File: src/rtl/fsm_run_detect_if.sv
// Symbol-stream bundle for fsm_run_detect: strobed symbol inputs plus the registered status outputs.
// i_valid is a plain strobe with no back-pressure: i_data/i_mode are consumed on every rising
// edge where i_valid=1 and i_clear=0; i_clear=1 wins over i_valid on the same edge.
interface fsm_run_detect_if #(
  parameter int DATA_W = 2,
  parameter int CNT_W  = 4
);
  logic              i_valid;
  logic [DATA_W-1:0] i_data;
  logic              i_clear;
  logic              i_mode;
  logic              o_detect;
  logic              o_pulse;
  logic              o_class;
  logic [CNT_W-1:0]  o_run_cnt;
  logic [1:0]        o_state;

  modport master (
    output i_valid, i_data, i_clear, i_mode,
    input  o_detect, o_pulse, o_class, o_run_cnt, o_state
  );

  modport slave (
    input  i_valid, i_data, i_clear, i_mode,
    output o_detect, o_pulse, o_class, o_run_cnt, o_state
  );
endinterface

File: src/rtl/fsm_run_detect.sv
// Moore run-length detector: classifies accepted symbols by MSB and flags runs of RUN_LEN
// same-class symbols, with overlapping/non-overlapping modes, a saturating run counter and an event pulse.
module fsm_run_detect #(
  parameter int DATA_W  = 2,
  parameter int RUN_LEN = 2,
  parameter int CNT_W   = 4
) (
  input  logic            clk,
  input  logic            rstn,
  fsm_run_detect_if.slave bus
);

  typedef enum logic [1:0] {
    S_IDLE = 2'd0,
    S_RUN  = 2'd1,
    S_DET  = 2'd2,
    S_BAD  = 2'd3
  } state_e;

  localparam logic [CNT_W-1:0] RUN_LEN_C   = CNT_W'(RUN_LEN);
  localparam logic [CNT_W-1:0] CNT_ONE     = CNT_W'(1);
  localparam logic [CNT_W-1:0] CNT_MAX     = '1;
  localparam state_e           START_STATE = (RUN_LEN == 1) ? S_DET : S_RUN;
  localparam logic             START_PULSE = (RUN_LEN == 1);

  state_e           state_q, state_d;
  logic [CNT_W-1:0] cnt_q, cnt_d;
  logic             cls_q, cls_d;
  logic             pulse_q, pulse_d;
  logic             sym_cls;
  logic [CNT_W-1:0] cnt_inc;

  assign sym_cls = bus.i_data[DATA_W-1];
  assign cnt_inc = cnt_q + CNT_ONE;

  always_ff @(posedge clk or negedge rstn) begin
    if (!rstn) begin
      state_q <= S_IDLE;
      cnt_q   <= '0;
      cls_q   <= 1'b0;
      pulse_q <= 1'b0;
    end else begin
      state_q <= state_d;
      cnt_q   <= cnt_d;
      cls_q   <= cls_d;
      pulse_q <= pulse_d;
    end
  end

  always_comb begin
    state_d = state_q;
    cnt_d   = cnt_q;
    cls_d   = cls_q;
    pulse_d = 1'b0;
    if (state_q == S_BAD || bus.i_clear) begin
      state_d = S_IDLE;
      cnt_d   = '0;
      cls_d   = 1'b0;
    end else if (bus.i_valid) begin
      // Default action for an accepted symbol: it opens a fresh run of length 1.
      state_d = START_STATE;
      cnt_d   = CNT_ONE;
      cls_d   = sym_cls;
      pulse_d = START_PULSE;
      case (state_q)
        S_RUN: begin
          if (sym_cls == cls_q) begin
            cnt_d   = cnt_inc;
            state_d = (cnt_inc == RUN_LEN_C) ? S_DET : S_RUN;
            pulse_d = (cnt_inc == RUN_LEN_C);
          end
        end
        S_DET: begin
          // Overlapping mode extends the detected run without a new event.
          if (sym_cls == cls_q && !bus.i_mode) begin
            state_d = S_DET;
            cnt_d   = (cnt_q == CNT_MAX) ? cnt_q : cnt_inc;
            pulse_d = 1'b0;
          end
        end
        default: ;
      endcase
    end
  end

  assign bus.o_detect  = (state_q == S_DET);
  assign bus.o_pulse   = pulse_q;
  assign bus.o_class   = cls_q;
  assign bus.o_run_cnt = cnt_q;
  assign bus.o_state   = (state_q == S_BAD) ? S_IDLE : state_q;

endmodule

File: src/flat_wrapper.sv
// flat-port wrapper written by rule: the top's interface ports become plain ports
module fsm_run_detect_flat 
#(
  parameter int DATA_W  = 2,
  parameter int RUN_LEN = 2,
  parameter int CNT_W   = 4
)
  (clk, rstn, bus_i_valid, bus_i_data, bus_i_clear, bus_i_mode, bus_o_detect, bus_o_pulse, bus_o_class, bus_o_run_cnt, bus_o_state);
  fsm_run_detect_if #(.DATA_W(DATA_W), .CNT_W(CNT_W)) bus_i ();
  input  logic clk;
  input  logic rstn;
  input wire logic [$bits(bus_i.i_valid)-1:0] bus_i_valid;
  input wire logic [$bits(bus_i.i_data)-1:0] bus_i_data;
  input wire logic [$bits(bus_i.i_clear)-1:0] bus_i_clear;
  input wire logic [$bits(bus_i.i_mode)-1:0] bus_i_mode;
  output wire logic [$bits(bus_i.o_detect)-1:0] bus_o_detect;
  output wire logic [$bits(bus_i.o_pulse)-1:0] bus_o_pulse;
  output wire logic [$bits(bus_i.o_class)-1:0] bus_o_class;
  output wire logic [$bits(bus_i.o_run_cnt)-1:0] bus_o_run_cnt;
  output wire logic [$bits(bus_i.o_state)-1:0] bus_o_state;
  assign bus_i.i_valid = bus_i_valid;
  assign bus_i.i_data = bus_i_data;
  assign bus_i.i_clear = bus_i_clear;
  assign bus_i.i_mode = bus_i_mode;
  assign bus_o_detect = bus_i.o_detect;
  assign bus_o_pulse = bus_i.o_pulse;
  assign bus_o_class = bus_i.o_class;
  assign bus_o_run_cnt = bus_i.o_run_cnt;
  assign bus_o_state = bus_i.o_state;
  fsm_run_detect #(.DATA_W(DATA_W), .RUN_LEN(RUN_LEN), .CNT_W(CNT_W)) u_core (.clk(clk), .rstn(rstn), .bus(bus_i));
endmodule
File: config.mk
export PLATFORM = sky130hd
export DESIGN_NAME = fsm_run_detect_flat
export DESIGN_NICKNAME = d
export VERILOG_FILES = /design/src/rtl/fsm_run_detect_if.sv /design/src/rtl/fsm_run_detect.sv /design/src/flat_wrapper.sv
export SDC_FILE = /design/constraint.sdc
export NUM_CORES = 1
export LEC_CHECK = 0
export ABC_AREA = 1
export CORE_MARGIN = 4
export CORE_UTILIZATION = 35
export CTS_BUF_LIST = sky130_fd_sc_hd__clkbuf_2
export CTS_CLUSTER_SIZE = 40
export DETAILED_ROUTE_END_ITERATION = 16
export HOLD_SLACK_MARGIN = 0.12
export SYNTH_ARGS = -nofsm -noshare
export SYNTH_HDL_FRONTEND = slang
export SYNTH_SLANG_ARGS = --single-unit
export TNS_END_PERCENT = 100
File: constraint.sdc
create_clock -name clk -period 1.4 [get_ports clk]
set_input_delay 0.42 -clock clk [delete_from_list [all_inputs] [get_ports clk]]
set_output_delay 0.42 -clock clk [all_outputs]
set_load 0.01 [all_outputs]
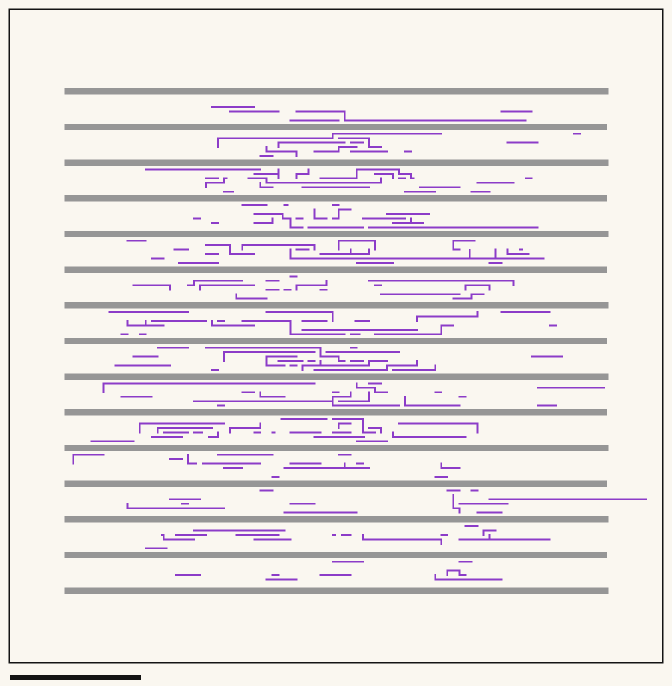
*Signal wires on met1*
The bar under the picture is 10 um long. Supply wires on this layer in gray.
- wire length on this layer: 633 um
- main direction: horizontal
- nets with wire on the layer: 118
- longest straight run: 19.3 um

==> reports/results.ini <==
[final_layout]
clkbuf_count = 3
regArea_sq_um = 200.2
fillerInstances = 143
largest_register_ffs = 4
largest_class = combinational gates
comb_area_sq_um = 406.6
n_antenna_cell = 0
finalNonFillerCells = 140

[placed_design]
place_congestion = 0.8032
port_buffers = 14
placed_area_sq_um = 859.6

[drt]
post_drt_wl_per_cell_um = 10.80
drt-pass1-iter-count = 4
wl_met2_um = 797
top_layer_used = met3

[sta]
fin_skew_ns = 0.01972
slew_headroom_pct = 74.70
tightest_slew_ns = 0.3783
finalSetupViolations = 9
fin_crit_sh_pct = 107.3
timing.final.ws_setup_ns = -0.1027

[critical_path]
cp-startpoint = u_core.state_q[0]$_DFFE_PN0P_

[floorplan]
dieArea_sq_um = 2473
initCoreUtil_pct = 38.65

[status]
status = finished, violations left
violations = setup timing

[power]
pwr.group.combinational_uw = 171
p_sw_share_pct = 31.17
combPwrFrac_pct = 30.8
clkPwrFrac_pct = 25.3

[cts]
post_cts_buffers = 4
cts_hold_buf = 0
clk_path_buf_depth = 2
cts_htree_levels = 1
cts-root-buf = clkbuf_2

[yosys]
adder_share_pct = 10.27
ys.flops = 8
ys_sh_aoi_pct = 7.392
synth.distinct_cells = 17
syn_nets = 102
async_flop_share_pct = 100.0
netlist_top_cells_count = 34 x nand2_1, 12 x inv_1, 8 x dfrtp_1, 6 x nor2_1, 5 x ha_1
ys_area_sq_um = 609.3
synth_seq_share_pct = 32.85

[job]
tool_warnings = 32

[min_path]
worst_hold_path_type = primary input to asynchronous set/reset pin

[grt]
grt_pass1_vias = 651

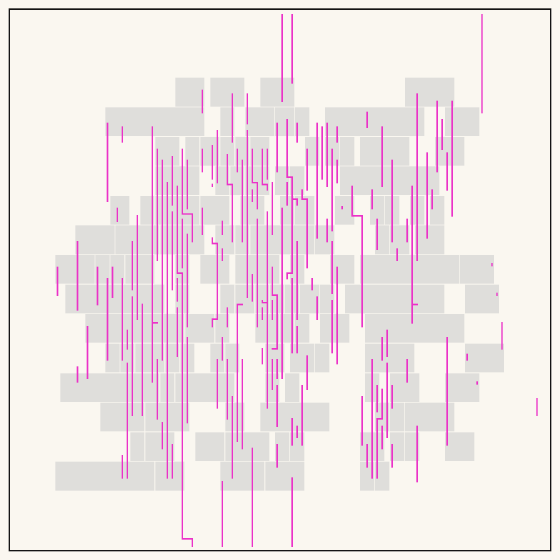
*The metal 2 layer*
Cells faint in the background.
- main direction: vertical
- share of all routed wire: 53%
- wire length on this layer: 798 um
- nets with wire on the layer: 108

